===== config.mk =====
export PLATFORM = sky130hd
export DESIGN_NAME = fp_exp_seq
export DESIGN_NICKNAME = d
export VERILOG_FILES = /design/src/rtl/fp_exp_seq.sv
export SDC_FILE = /design/constraint.sdc
export NUM_CORES = 1
export LEC_CHECK = 0
export CORE_MARGIN = 2
export CORE_UTILIZATION = 50
export CTS_CLUSTER_SIZE = 16
export DETAILED_ROUTE_END_ITERATION = 8
export PLACE_DENSITY_LB_ADDON = 0.2
export SLEW_MARGIN = 20
export SYNTH_ARGS = -nofsm -noshare
export SYNTH_HDL_FRONTEND = slang
export SYNTH_SLANG_ARGS = --single-unit

===== constraint.sdc =====
create_clock -name clk -period 3.3 [get_ports clk]
set_input_delay 0.66 -clock clk [delete_from_list [all_inputs] [get_ports clk]]
set_output_delay 0.66 -clock clk [all_outputs]
set_load 0.05 [all_outputs]

===== src/rtl/fp_exp_seq.sv =====
// Sequential floating-point exponent datapath: alignment (ADD), MUL/DIV bias
// adjustment and NORM, with overflow/underflow flags and a global stall.
module fp_exp_seq #(
    parameter int EW = 11,
    parameter int NW = 8,
    parameter int SW = 6,
    localparam int IW = EW + 5
) (
    input  logic          clk,
    input  logic          reset_l,
    input  logic          fpuhold,
    input  logic          start,
    input  logic [1:0]    op,
    input  logic          prec,
    input  logic [EW-1:0] aexpin,
    input  logic [EW-1:0] bexpin,
    input  logic [SW-1:0] lzc,
    output logic          busy,
    output logic          done,
    output logic [IW-1:0] rexp,
    output logic [SW-1:0] sa,
    output logic          a_ge_b,
    output logic          ovf,
    output logic          unf,
    output logic          azero,
    output logic          bzero
);

    typedef enum logic [1:0] {
        S_IDLE = 2'd0,
        S_CALC = 2'd1,
        S_ADJ  = 2'd2,
        S_DONE = 2'd3
    } state_t;

    localparam logic [1:0]    OP_ADD  = 2'd0;
    localparam logic [1:0]    OP_MUL  = 2'd1;
    localparam logic [1:0]    OP_DIV  = 2'd2;
    localparam logic [1:0]    OP_NORM = 2'd3;

    localparam logic [EW-1:0] NW_MASK = {{(EW-NW){1'b0}}, {NW{1'b1}}};
    localparam logic [IW-1:0] BIAS_W  = {{(IW-EW+1){1'b0}}, {(EW-1){1'b1}}};
    localparam logic [IW-1:0] BIAS_N  = {{(IW-NW+1){1'b0}}, {(NW-1){1'b1}}};
    localparam logic [IW-1:0] MAX_W   = {{(IW-EW){1'b0}}, {EW{1'b1}}};
    localparam logic [IW-1:0] MAX_N   = {{(IW-NW){1'b0}}, {NW{1'b1}}};
    localparam logic [SW-1:0] SA_MAX  = {SW{1'b1}};

    state_t        state_q, state_d;
    logic [IW-1:0] a_q, a_d, b_q, b_d, t_q, t_d, rexp_q, rexp_d;
    logic [1:0]    op_q, op_d;
    logic          prec_q, prec_d;
    logic [SW-1:0] lzc_q, lzc_d, sa_q, sa_d;
    logic          busy_q, busy_d, done_q, done_d;
    logic          age_q, age_d, ovf_q, ovf_d, unf_q, unf_d;
    logic          azero_q, azero_d, bzero_q, bzero_d;

    logic [EW-1:0] a_in_s, b_in_s;
    logic [IW-1:0] bias_s, lim_s, t_abs_s, lzc_ext_s;
    logic          t_neg_s;

    assign busy   = busy_q;
    assign done   = done_q;
    assign rexp   = rexp_q;
    assign sa     = sa_q;
    assign a_ge_b = age_q;
    assign ovf    = ovf_q;
    assign unf    = unf_q;
    assign azero  = azero_q;
    assign bzero  = bzero_q;

    // Operand masking and precision-dependent constants feeding the datapath.
    always_comb begin
        a_in_s    = prec ? aexpin : (aexpin & NW_MASK);
        b_in_s    = prec ? bexpin : (bexpin & NW_MASK);
        bias_s    = prec_q ? BIAS_W : BIAS_N;
        lim_s     = prec_q ? MAX_W : MAX_N;
        t_neg_s   = t_q[IW-1];
        t_abs_s   = t_neg_s ? ({IW{1'b0}} - t_q) : t_q;
        lzc_ext_s = {{(IW-SW){1'b0}}, lzc_q};
    end

    // Next-state and next-output logic; a stall simply keeps every flop.
    always_comb begin
        state_d = state_q;
        a_d     = a_q;
        b_d     = b_q;
        t_d     = t_q;
        op_d    = op_q;
        prec_d  = prec_q;
        lzc_d   = lzc_q;
        busy_d  = busy_q;
        done_d  = done_q;
        rexp_d  = rexp_q;
        sa_d    = sa_q;
        age_d   = age_q;
        ovf_d   = ovf_q;
        unf_d   = unf_q;
        azero_d = azero_q;
        bzero_d = bzero_q;
        if (!fpuhold) begin
            case (state_q)
                S_IDLE: begin
                    if (start) begin
                        state_d = S_CALC;
                        a_d     = {5'd0, a_in_s};
                        b_d     = {5'd0, b_in_s};
                        op_d    = op;
                        prec_d  = prec;
                        lzc_d   = lzc;
                        azero_d = (a_in_s == {EW{1'b0}});
                        bzero_d = (b_in_s == {EW{1'b0}});
                        busy_d  = 1'b1;
                    end else begin
                        state_d = S_IDLE;
                    end
                end
                S_CALC: begin
                    case (op_q)
                        OP_ADD:  t_d = a_q - b_q;
                        OP_MUL:  t_d = a_q + b_q - bias_s;
                        OP_DIV:  t_d = a_q - b_q + bias_s;
                        OP_NORM: t_d = a_q - lzc_ext_s;
                        default: t_d = {IW{1'b0}};
                    endcase
                    state_d = S_ADJ;
                end
                S_ADJ: begin
                    if (op_q == OP_ADD) begin
                        rexp_d = t_neg_s ? b_q : a_q;
                        age_d  = ~t_neg_s;
                        sa_d   = (t_abs_s > {{(IW-SW){1'b0}}, SA_MAX}) ? SA_MAX : t_abs_s[SW-1:0];
                        ovf_d  = 1'b0;
                        unf_d  = 1'b0;
                    end else begin
                        rexp_d = t_q;
                        age_d  = 1'b0;
                        sa_d   = {SW{1'b0}};
                        // lim_s is positive, so ovf and unf are mutually exclusive
                        ovf_d  = ($signed(t_q) >= $signed(lim_s));
                        unf_d  = t_neg_s || (t_q == {IW{1'b0}});
                    end
                    done_d  = 1'b1;
                    state_d = S_DONE;
                end
                S_DONE: begin
                    done_d  = 1'b0;
                    busy_d  = 1'b0;
                    state_d = S_IDLE;
                end
                default: begin
                    done_d  = 1'b0;
                    busy_d  = 1'b0;
                    state_d = S_IDLE;
                end
            endcase
        end else begin
            state_d = state_q;
        end
    end

    // State, operand latches and registered outputs.
    always_ff @(posedge clk or negedge reset_l) begin
        if (!reset_l) begin
            state_q <= S_IDLE;
            a_q     <= {IW{1'b0}};
            b_q     <= {IW{1'b0}};
            t_q     <= {IW{1'b0}};
            op_q    <= 2'd0;
            prec_q  <= 1'b0;
            lzc_q   <= {SW{1'b0}};
            busy_q  <= 1'b0;
            done_q  <= 1'b0;
            rexp_q  <= {IW{1'b0}};
            sa_q    <= {SW{1'b0}};
            age_q   <= 1'b0;
            ovf_q   <= 1'b0;
            unf_q   <= 1'b0;
            azero_q <= 1'b0;
            bzero_q <= 1'b0;
        end else begin
            state_q <= state_d;
            a_q     <= a_d;
            b_q     <= b_d;
            t_q     <= t_d;
            op_q    <= op_d;
            prec_q  <= prec_d;
            lzc_q   <= lzc_d;
            busy_q  <= busy_d;
            done_q  <= done_d;
            rexp_q  <= rexp_d;
            sa_q    <= sa_d;
            age_q   <= age_d;
            ovf_q   <= ovf_d;
            unf_q   <= unf_d;
            azero_q <= azero_d;
            bzero_q <= bzero_d;
        end
    end

endmodule


**Run 1: clock nets**

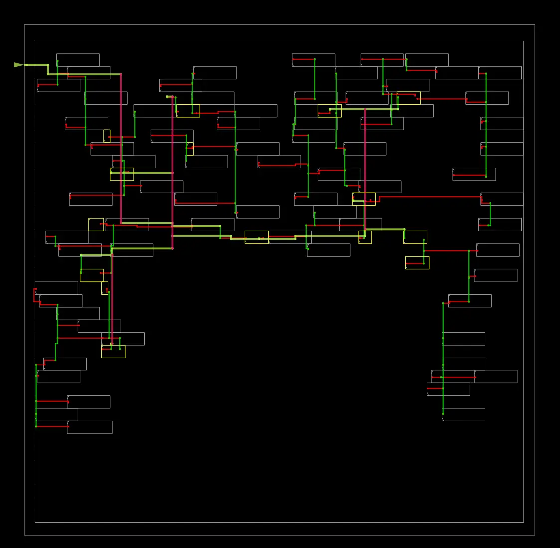
clk_skew: 0.0103 ns
count of clock buffers in the final design: 13
clock net sink count: 72
total clock buffers created by CTS: 9
Worst-Skew Late Latency: 0.36 ns

**Run 1: close-up of the layout**

Scale bar: 5 µm. Region (45, 67) to (65, 87) µm. Cells in grey, sequential cells in the stronger grey; small squares are vias.
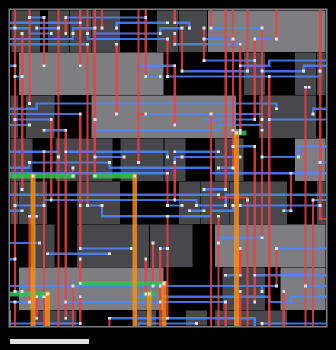
M2: marked red. M3: marked green. M4: marked orange. M1: marked blue.
28 logic cells have their middle in the window. Netlist names of flops here include `t_q` (2). Most frequent: dfrtp_1 (5), a21oi_1 (4), nand2_1 (4). Sequential cells in the window: 5.

==> results.txt, run 1 <==
Main metrics from the flow reports.

In this run the critical register-to-register path is captured at t_q[9]. The final reports fail on setup timing. The worst setup margin is -0.146 ns. The tap cell count came out at 140. The maximum clock path buffer count is 2. The worst-case register-to-register setup slack came out at -0.15 ns. The worst setup path is launched from a flop.

The run finished, with violations left. The chip occupies 12000 µm².

The top routing layer in use is met4. The reported max-cap violation count is 0.

The multi-input combinational cell area is 3590 µm². There are 72 flip-flops and latches. Entering global routing, the biggest net connects 44 pins. In the global route stage, met3 resource usage came out at 0.0456. The first-pass iteration count of the detailed router is 6. Sorting the synthesis cell report by count puts at the top dfrtp_1. The post-detailed-route wirelength per cell came out at 18.0 µm. The cell depth of the worst flop-to-flop path is 15. In the synthesis report, Yosys lists the chip area as 5570 µm². The largest fanout of any net on the critical path is 3. The mean instance size in the synthesized netlist is 9.21 µm². The maximum achievable frequency is 290 MHz. The flop and latch count out of synthesis came out at 72. The number of top-level pins came out at 64. Per the detail_route log, met2 wirelength is 7.70 mm. The core utilization at floorplan came out at 0.514. The fill cell total of the finished layout came out at 922. The via count of the first global-routing pass is 4855.

The sequential element share of the synthesized area is 0.323. The met3 wirelength from detailed routing is 555 µm. The total setup violations reported at the end of the flow is 1. Per the area breakdown, the dominant cell category is multi-input combinational cells. On the critical path the largest part of the delay comes from AND-OR/OR-AND gates. The aggregate global-route resource usage came out at 0.272.
**Run 1: routed metal per tile**

22 x 22 tiles, from white (low) to dark blue (high), scaled to the fullest tile. Values are wire area over tile area, all layers added.
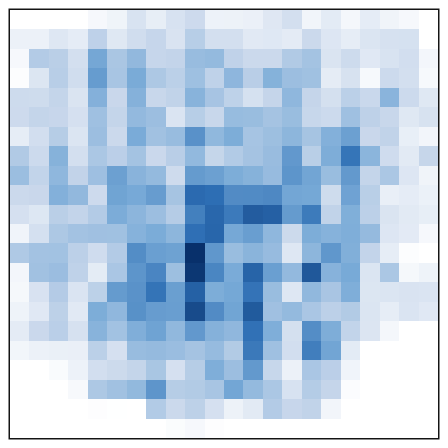
The densest ninth of the die: middle. 13% of the tiles are nearly empty. The fullest tile reaches 0.71. The mean over all tiles is 0.21. 15% of the tiles are over half the peak. The emptiest ninth of the die: bottom right.

**Run 1: gate-type map**

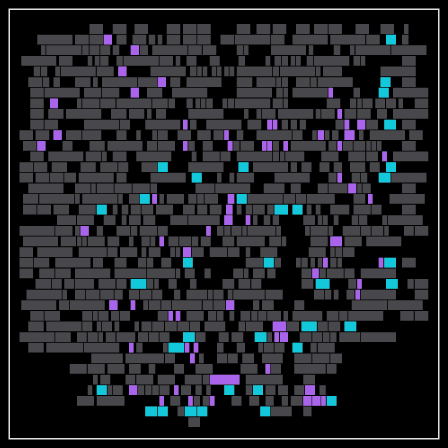

--- run 2 (diff from run 1) ---
--- a/config.mk
+++ b/config.mk
@@ -7,9 +7,11 @@
 export LEC_CHECK = 0
 export CORE_MARGIN = 2
 export CORE_UTILIZATION = 50
+export CTS_BUF_LIST = sky130_fd_sc_hd__clkbuf_8
 export CTS_CLUSTER_SIZE = 16
 export DETAILED_ROUTE_END_ITERATION = 8
 export PLACE_DENSITY_LB_ADDON = 0.2
+export RECOVER_POWER = 100
 export SLEW_MARGIN = 20
 export SYNTH_ARGS = -nofsm -noshare
 export SYNTH_HDL_FRONTEND = slang
**Run 2: gate-type map**

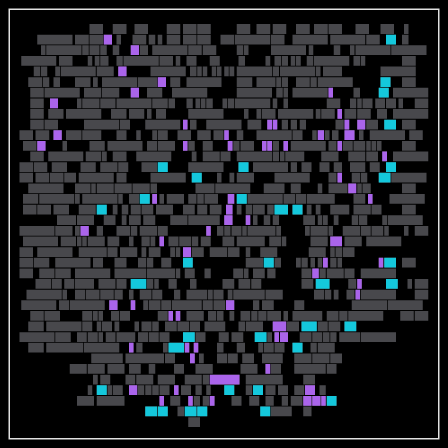
non-inverting ao/oa cells: marked cyan, cells 35, most used a21o_1. nor cells: marked purple, cells 66, most used nor2_1.

**Run 2: close-up of the layout**

Scale bar: 5 µm. Region (45, 67) to (65, 87) µm. Cells in grey, sequential cells in the stronger grey; small squares are vias.
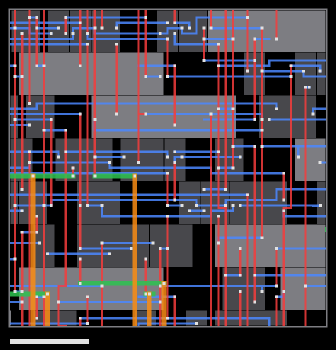
M4: marked orange. M3: marked green. M1: marked blue. M2: marked red.
Sequential cells in the window: 5. 28 logic cells have their middle in the window. Most frequent: dfrtp_1 (5), a21oi_1 (4), nand2_1 (4). Netlist names of flops here include `t_q` (2).

==> results.txt, run 2 <==
Main metrics from the flow reports.

The maximum achievable frequency came out at 289 MHz (-0.34%). The tap cell count is 140 (unchanged). The worst-skew pair later-pin latency came out at 0.35 ns (about the same). The total setup violations reported at the end of the flow is 2 (+1). The checks that failed: capacitance limit, slew limit, setup timing. The amount of wire on met2 after detailed routing came to 7.74 mm (+0.53%). The cell depth of the worst flop-to-flop path came out at 15 (unchanged). The aggregate global-route resource usage is 0.272 (unchanged).

The worst setup margin came to -0.158 ns (-0.0117 ns). After detailed routing, no signal wire sits above met4. The number of sequential storage elements is 72 (unchanged). The met3 wirelength from detailed routing is 656 µm (+18%). The post-detailed-route wirelength per cell is 18.1 µm (+0.23%). The total CTS buffers is 9 (unchanged).

The flow ran to the end, but the final reports show violations. The maximum number of pins on one net before global-route repair came out at 44 (unchanged). The fraction of met3 tracks used by global routing was 0.0456 (unchanged).

The reported max-cap violation count came out at 2 (+2). The total cell area reported by yosys after synthesis came out at 5570 µm² (unchanged). The largest clock skew in the final design is 0.0108 ns (+0.000493 ns). The flop and latch count out of synthesis is 72 (unchanged).

The final-report max-slew violation count came out at 82. The gate family responsible for the most delay along the worst path is AND-OR/OR-AND gates. The sequential element share of the synthesized area came out at 0.323 (unchanged). The TritonCTS sink count was 72 (unchanged).
**Run 2: clock nets**

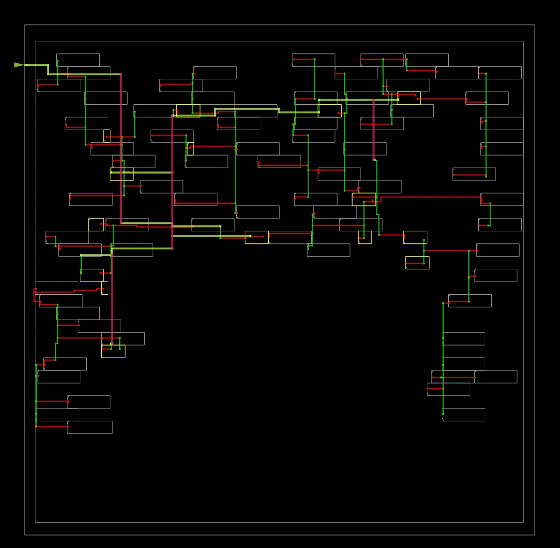

--- run 3 (diff from run 2) ---
--- a/config.mk
+++ b/config.mk
@@ -16,3 +16,4 @@
 export SYNTH_ARGS = -nofsm -noshare
 export SYNTH_HDL_FRONTEND = slang
 export SYNTH_SLANG_ARGS = --single-unit
+export TNS_END_PERCENT = 1
==> constraint.sdc (replaced) <==
create_clock -name clk -period 3.3 [get_ports clk]
set_input_delay 0.495 -clock clk [delete_from_list [all_inputs] [get_ports clk]]
set_output_delay 0.495 -clock clk [all_outputs]
set_load 0.05 [all_outputs]
**Run 3: clock nets**

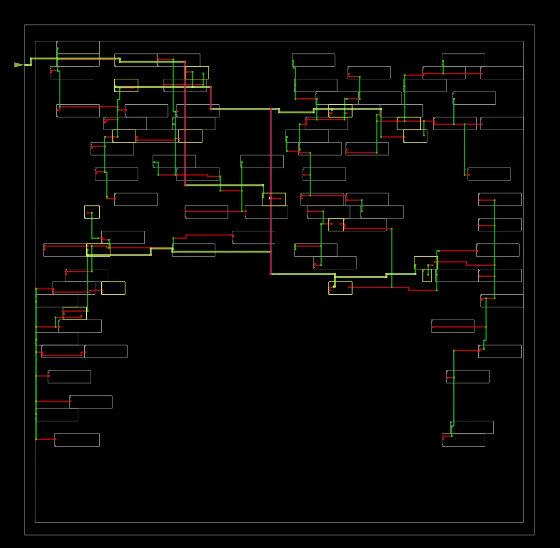
clk_skew: 0.00473 ns
count of sequential standard cells: 72

**Run 3: routed metal per tile**

22 x 22 tiles, from white (low) to dark blue (high), scaled to the fullest tile. Values are wire area over tile area, all layers added.
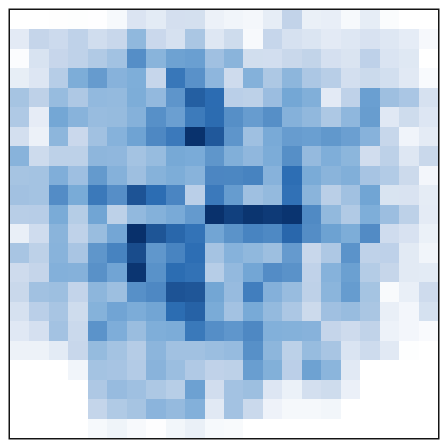
22% of the tiles are over half the peak. The densest ninth of the die: middle. The emptiest ninth of the die: bottom right. The mean over all tiles is 0.21. The fullest tile reaches 0.62.

==> results.txt, run 3 <==
Main metrics from the flow reports.

The worst-skew pair later-pin latency came to 0.36 ns (about the same). Signal nets in the final route climb as high as met4. The global-route track usage on met1 came out at 0.341.

The tap cell count is 140 (unchanged). The portion of the layout cell area used by non-clock buffers came out at 0.145. The cell depth of the worst flop-to-flop path was 15 (unchanged).

The total cell area reported by yosys after synthesis was 5570 µm² (unchanged). The critical path launch point type is a flop. The final-report max-slew violation count is 159 (+94%). The TritonCTS sink count is 72 (unchanged). The total CTS buffers is 9 (unchanged). Ranked by total area, the top cell class in this layout is multi-input combinational cells. The cell type that accounts for the most area after synthesis is dfrtp_1. The number of antenna violations at the first check in global routing is 0. The worst setup margin came out at -0.0777 ns (+0.0805 ns). The maximum number of pins on one net before global-route repair is 73 (+66%). The sequential element share of the synthesized area came out at 0.323 (unchanged). The maximum achievable frequency came out at 296 MHz (+2.4%). The total setup violations reported at the end of the flow is 1 (-1). The amount of wire on met2 after detailed routing is 8.20 mm (+5.8%). The proportion of register bits with asynchronous set or reset after synthesis came out at 1.00. The checks that failed: capacitance limit, slew limit, setup timing. The met3 wirelength from detailed routing is 828 µm (+26%). The run finished, with violations left. The reported max-cap violation count is 3 (+1).
